Placed cells, one colour a class:
The bar under the picture is 100 um long.
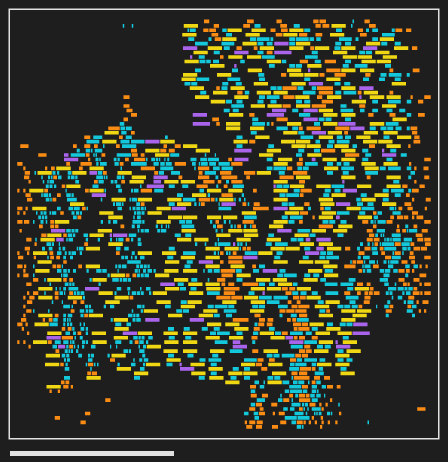
Wiring by layer:
The bar under the picture is 100 um long. Only two layers are drawn.
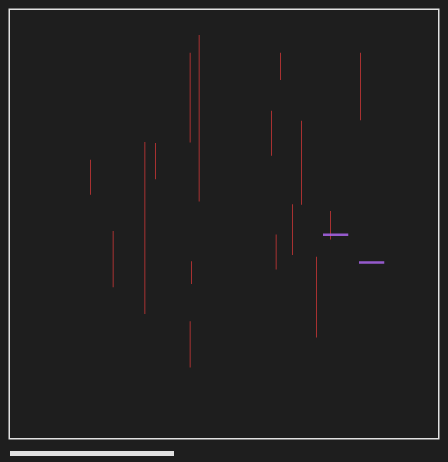
Where the registers sit:
The bar under the picture is 100 um long.
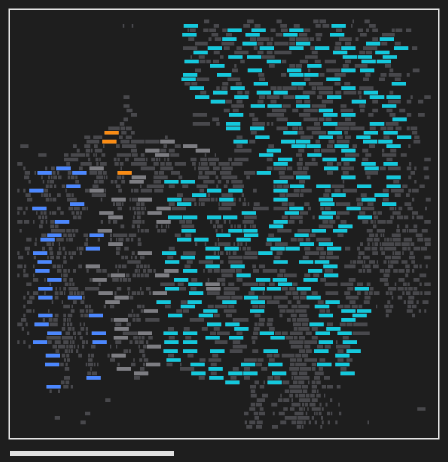
===== src/rtl/cpu_pkg.sv =====
// Shared constants, queue entry type and pc helpers for the instruction fetch front end.
package cpu_pkg;

    localparam int WORD_W = 32;
    localparam logic [WORD_W-1:0] INST_NOP         = 32'h0000_0000;
    localparam logic [WORD_W-1:0] RESET_PC_DEFAULT = 32'h0000_0000;

    typedef struct packed {
        logic [WORD_W-1:0] pc;
        logic [WORD_W-1:0] inst;
    } q_entry_t;

    function automatic logic [WORD_W-1:0] pc_step(input logic [WORD_W-1:0] pc);
        return pc + 32'd4;
    endfunction

    function automatic logic [WORD_W-1:0] word_align(input logic [WORD_W-1:0] addr);
        return {addr[WORD_W-1:2], 2'b00};
    endfunction

endpackage


===== src/rtl/inst_prefetch_queue_chk.sv =====
// Run-time invariants of the prefetch front end; contributes no logic.
module inst_prefetch_queue_chk #(
    parameter int CNT_W = 3
) (
    input logic             clk,
    input logic             rst_n,
    input logic             push_i,
    input logic             full_i,
    input logic [CNT_W-1:0] outst_i,
    input logic [CNT_W-1:0] kill_i
);

    no_push_when_full: assert property (@(negedge clk) disable iff (!rst_n) !(push_i && full_i));

    kill_within_outstanding: assert property (@(negedge clk) disable iff (!rst_n) kill_i <= outst_i);

endmodule


===== src/rtl/inst_queue_fifo.sv =====
// In-order queue of fetched {pc, inst} pairs; flush empties it in a single cycle.
module inst_queue_fifo
    import cpu_pkg::*;
#(
    parameter int DEPTH = 4
) (
    input  logic                   clk,
    input  logic                   rst_n,
    input  logic                   flush_i,
    input  logic                   push_i,
    input  q_entry_t               entry_i,
    input  logic                   pop_i,
    output q_entry_t               head_o,
    output logic                   empty_o,
    output logic                   full_o,
    output logic [$clog2(DEPTH):0] count_o
);

    localparam int PTR_W = $clog2(DEPTH);
    localparam int CNT_W = PTR_W + 1;
    localparam logic [CNT_W-1:0] DEPTH_C = CNT_W'(DEPTH);

    q_entry_t         mem_q [DEPTH];
    logic [PTR_W-1:0] head_q;
    logic [PTR_W-1:0] head_d;
    logic [PTR_W-1:0] tail_q;
    logic [PTR_W-1:0] tail_d;
    logic [CNT_W-1:0] count_q;
    logic [CNT_W-1:0] count_d;
    logic             push_s;
    logic             pop_s;

    assign push_s = push_i && (count_q != DEPTH_C);
    assign pop_s  = pop_i && (count_q != {CNT_W{1'b0}});

    // Pointer and count next-state; flush overrides any push or pop.
    always_comb begin
        head_d  = head_q;
        tail_d  = tail_q;
        count_d = count_q;
        if (flush_i) begin
            head_d  = {PTR_W{1'b0}};
            tail_d  = {PTR_W{1'b0}};
            count_d = {CNT_W{1'b0}};
        end else begin
            if (push_s) begin
                tail_d = tail_q + PTR_W'(1);
            end else begin
                tail_d = tail_q;
            end
            if (pop_s) begin
                head_d = head_q + PTR_W'(1);
            end else begin
                head_d = head_q;
            end
            case ({push_s, pop_s})
                2'b10:   count_d = count_q + CNT_W'(1);
                2'b01:   count_d = count_q - CNT_W'(1);
                default: count_d = count_q;
            endcase
        end
    end

    // Pointer and count registers.
    always_ff @(negedge clk or negedge rst_n) begin
        if (!rst_n) begin
            head_q  <= {PTR_W{1'b0}};
            tail_q  <= {PTR_W{1'b0}};
            count_q <= {CNT_W{1'b0}};
        end else begin
            head_q  <= head_d;
            tail_q  <= tail_d;
            count_q <= count_d;
        end
    end

    // Entry storage, written at the tail.
    always_ff @(negedge clk or negedge rst_n) begin
        if (!rst_n) begin
            for (int i = 0; i < DEPTH; i++) begin
                mem_q[i] <= '0;
            end
        end else if (push_s && !flush_i) begin
            mem_q[tail_q] <= entry_i;
        end
    end

    assign head_o  = mem_q[head_q];
    assign empty_o = (count_q == {CNT_W{1'b0}});
    assign full_o  = (count_q == DEPTH_C);
    assign count_o = count_q;

endmodule


===== src/rtl/inst_prefetch_queue.sv =====
// Sequential instruction prefetcher: credit-limited memory requests, kill of stale
// responses after a redirect, and an in-order queue feeding decode.
module inst_prefetch_queue
    import cpu_pkg::*;
#(
    parameter int                DEPTH           = 4,
    parameter int                MAX_OUTSTANDING = 2,
    parameter logic [WORD_W-1:0] RESET_PC        = RESET_PC_DEFAULT
) (
    input  logic                   clk,
    input  logic                   reset,
    output logic                   imem_req_valid,
    input  logic                   imem_req_ready,
    output logic [WORD_W-1:0]      imem_req_addr,
    input  logic                   imem_resp_valid,
    input  logic [WORD_W-1:0]      imem_resp_data,
    input  logic                   redirect,
    input  logic [WORD_W-1:0]      redirect_pc,
    output logic                   out_valid,
    input  logic                   out_ready,
    output logic [WORD_W-1:0]      out_inst,
    output logic [WORD_W-1:0]      out_pc,
    output logic [WORD_W-1:0]      out_next_pc,
    output logic [$clog2(DEPTH):0] occupancy
);

    localparam int CNT_W = $clog2(DEPTH) + 1;

    logic [WORD_W-1:0] fetch_pc_q;
    logic [WORD_W-1:0] fetch_pc_d;
    logic [WORD_W-1:0] resp_pc_q;
    logic [WORD_W-1:0] resp_pc_d;
    logic [CNT_W-1:0]  outst_q;
    logic [CNT_W-1:0]  outst_d;
    logic [CNT_W-1:0]  kill_q;
    logic [CNT_W-1:0]  kill_d;

    logic [CNT_W-1:0]  count_s;
    logic [CNT_W:0]    credit_sum_s;
    logic              req_valid_s;
    logic              fire_s;
    logic              resp_ok_s;
    logic              drop_s;
    logic              push_s;
    logic              pop_s;
    logic              empty_s;
    logic              full_s;
    q_entry_t          head_s;
    q_entry_t          entry_s;

    assign credit_sum_s = {1'b0, count_s} + {1'b0, outst_q};
    // Gating with reset keeps the request low while reset is held, not just after it.
    assign req_valid_s  = reset && !redirect
                          && (credit_sum_s < (CNT_W + 1)'(DEPTH))
                          && (outst_q < CNT_W'(MAX_OUTSTANDING));
    assign fire_s       = req_valid_s && imem_req_ready;
    assign resp_ok_s    = imem_resp_valid && (outst_q != {CNT_W{1'b0}});
    assign drop_s       = resp_ok_s && (kill_q != {CNT_W{1'b0}});
    assign push_s       = resp_ok_s && (kill_q == {CNT_W{1'b0}}) && !redirect;
    assign pop_s        = !empty_s && out_ready && !redirect;
    assign entry_s      = '{pc: resp_pc_q, inst: imem_resp_data};

    // Next-state for fetch/response pcs and the outstanding/kill counters.
    always_comb begin
        fetch_pc_d = fetch_pc_q;
        resp_pc_d  = resp_pc_q;
        outst_d    = outst_q;
        kill_d     = kill_q;
        case ({fire_s, resp_ok_s})
            2'b10:   outst_d = outst_q + CNT_W'(1);
            2'b01:   outst_d = outst_q - CNT_W'(1);
            default: outst_d = outst_q;
        endcase
        if (redirect) begin
            fetch_pc_d = word_align(redirect_pc);
            resp_pc_d  = word_align(redirect_pc);
            // Every request still in flight belongs to the old stream; kill is already
            // a subset of outstanding, so it is replaced rather than added to.
            kill_d     = outst_d;
        end else begin
            if (fire_s) begin
                fetch_pc_d = pc_step(fetch_pc_q);
            end else begin
                fetch_pc_d = fetch_pc_q;
            end
            if (push_s) begin
                resp_pc_d = pc_step(resp_pc_q);
            end else begin
                resp_pc_d = resp_pc_q;
            end
            if (drop_s) begin
                kill_d = kill_q - CNT_W'(1);
            end else begin
                kill_d = kill_q;
            end
        end
    end

    // Control state registers, updated on the falling edge like the pipeline registers.
    always_ff @(negedge clk or negedge reset) begin
        if (!reset) begin
            fetch_pc_q <= RESET_PC;
            resp_pc_q  <= RESET_PC;
            outst_q    <= {CNT_W{1'b0}};
            kill_q     <= {CNT_W{1'b0}};
        end else begin
            fetch_pc_q <= fetch_pc_d;
            resp_pc_q  <= resp_pc_d;
            outst_q    <= outst_d;
            kill_q     <= kill_d;
        end
    end

    inst_queue_fifo #(
        .DEPTH (DEPTH)
    ) u_fifo (
        .clk     (clk),
        .rst_n   (reset),
        .flush_i (redirect),
        .push_i  (push_s),
        .entry_i (entry_s),
        .pop_i   (pop_s),
        .head_o  (head_s),
        .empty_o (empty_s),
        .full_o  (full_s),
        .count_o (count_s)
    );

    inst_prefetch_queue_chk #(
        .CNT_W (CNT_W)
    ) u_chk (
        .clk     (clk),
        .rst_n   (reset),
        .push_i  (push_s),
        .full_i  (full_s),
        .outst_i (outst_q),
        .kill_i  (kill_q)
    );

    assign imem_req_valid = req_valid_s;
    assign imem_req_addr  = fetch_pc_q;
    assign out_valid      = !empty_s;
    assign out_inst       = empty_s ? INST_NOP : head_s.inst;
    assign out_pc         = empty_s ? 32'h0000_0000 : head_s.pc;
    assign out_next_pc    = empty_s ? 32'h0000_0000 : pc_step(head_s.pc);
    assign occupancy      = count_s;

endmodule


===== config.mk =====
export PLATFORM = sky130hd
export DESIGN_NAME = inst_prefetch_queue
export DESIGN_NICKNAME = d
export VERILOG_FILES = /design/src/rtl/cpu_pkg.sv /design/src/rtl/inst_prefetch_queue_chk.sv /design/src/rtl/inst_queue_fifo.sv /design/src/rtl/inst_prefetch_queue.sv
export SDC_FILE = /design/constraint.sdc
export NUM_CORES = 1
export LEC_CHECK = 0
export CAP_MARGIN = 20
export CORE_MARGIN = 4
export CORE_UTILIZATION = 25
export CTS_CLUSTER_SIZE = 24
export DETAILED_ROUTE_END_ITERATION = 8
export HOLD_SLACK_MARGIN = 0.06
export PLACE_DENSITY_LB_ADDON = 0.15
export SLEW_MARGIN = 20
export SYNTH_ARGS = -nofsm -noshare
export SYNTH_HDL_FRONTEND = slang
export SYNTH_SLANG_ARGS = --single-unit

===== constraint.sdc =====
create_clock -name clk -period 2.8 [get_ports clk]
set_input_delay 0.28 -clock clk [delete_from_list [all_inputs] [get_ports clk]]
set_output_delay 0.28 -clock clk [all_outputs]
set_load 0.005 [all_outputs]

==> out/qor.yml <==
worstHoldStart: "u_fifo.mem_q[126]"
grt_pass1_wl_mm: 76.4
whs_path_depth: 2
cts-resized-gates: 458
grt_setup_unrepaired: "yes"
fin_tns_setup_ns: -164.43
critical-path-slowest-cell: "or4_4"
crit_end: "out_next_pc[29]"
p_per_area_mw_per_mm2: 882
simple_gate_area_share_pct: 11.8
r2r_end: "u_fifo.mem_q[38]"
cts_tree: "done"
aoi_share_pct: 4.72
dominant-cell-class: "multi-input combinational cells"
fp_util_pct: 25.3
io_buffers: 194
nMultiInputCombCells: 861
busiest_layer: "met2"
grt_pass1_vias: 12428
comb_area_mm2: 0.00837
met2_length_mm: 25.0
clk_share_pct: 6.00
setup_slack_ns: -2.25
io_pins: 203
n_fill_cell: 6170
synth-edff-count: 0
die_area_mm2: 0.0683
leakage_uw: 0.0115
fin_total_pwr_uw: 21200
grt_overflow: 0
finClkSkew_ns: 0.0270
rrSetupSlack_ns: 0.33
netlist_instances: 1285
grt_max_degree: 153
violations: "negative setup slack"
run_status: "finished, violations left"
warnings: 37
lay_top_count: "dfrtn_1"
hp-class: "reg -> reg"
gr-usage-met3_pct: 2.67
crit_start: "u_fifo.head_q[0]"
drt_iter0_drc: 565
antenna_found_initial: 3
synth_top_flop_cell: "dfrtn_1"
fp.dieW_um: 261
n_all_inverters: 21
n_all_buffers: 480
setup_violations: 333
via_per_inst: 4.65
clk_pin_slew_ns: 0.04
place_ws_ns: -1.92
cp_cell_sequence: "buf_12 > buf_12 > mux4_2 > nand4_1 > or4_4 > buf_6 > or4_4 > mux2_4 > buf_6"
cp_num_buf_inv: 4
top_cells_by_count: "321 x dfrtn_1, 247 x mux2_2, 87 x nand2_1, 68 x clkbuf_1, 64 x and2_1"
cp_data_arrival_time_ns: 4.77
ys_cells: 1285
cp_max_fo: 8
whs_ns: 0.440
crit_cells: 9
gp_congestion: 0.741
drive_gt1_share_pct: 51.7
wl_per_cell_um: 20.8
mux_area_share_pct: 26.8
top_layer: "met5"
globalRouteMet2Util_pct: 23.0
cts_root_buf: "clkbuf_16"
endpoint_kind: "output port"
Back to the opening pictures, 'placed cells, one colour a class':
Key: combinational and other logic = cyan [cells 882]; clock drivers and dummy loads = purple [cells 72]; remaining buffers and delay cells = orange [cells 480]; sequential cells = yellow [cells 321]
Row Count: 92
Core Box Area: 0.0633 mm^2
design area: 0.0241 mm^2
flop share of the area: 33.4%
Layout Utilization: 38.0%

Back to the opening pictures, 'wiring by layer':
Key: metal 4 = red [wire length 632 um]; metal 5 = purple [wire length 27.6 um]
vias: 12097
Total Wirelength: 54.1 mm
total track usage: 14.5%

Back to the opening pictures, 'where the registers sit':
Key: u_fifo.mem_q = cyan [placed flops 248]; imem_req_addr = blue [placed flops 30]; outst_q = orange [placed flops 3]
Another 40 sequential cells are not coloured.
Flop area: 0.00803 mm^2
P_seq: 6320 uW

==> worst min path at each step <==
stage | to | slack (ns)
floorplan | u_fifo.mem_q[121] | 0.41
global placement | u_fifo.mem_q[185] | 0.43
detailed placement | u_fifo.mem_q[126] | 0.44
CTS | u_fifo.mem_q[126] | 0.44
global route | u_fifo.mem_q[64] | 0.45
finish | u_fifo.mem_q[126] | 0.44
==> power by group <==
part	leakage (uW)	switching (uW)	total [uW]	internal [uW]
logic	0.00652	3910	9310	5390
clock network	0.000704	2100	5600	3490
registers	0.00424	624	6320	5700
==> registers in the layout, summed over array words and instances (netlist names) <==
name / cells
u_fifo.mem_q: 248
imem_req_addr: 30
resp_pc_q: 30
kill_q: 3
outst_q: 3
u_fifo.count_o: 3
u_fifo.head_q: 2
u_fifo.tail_q: 2
Power figures rest on the tool's default switching activity, not on a simulated workload.
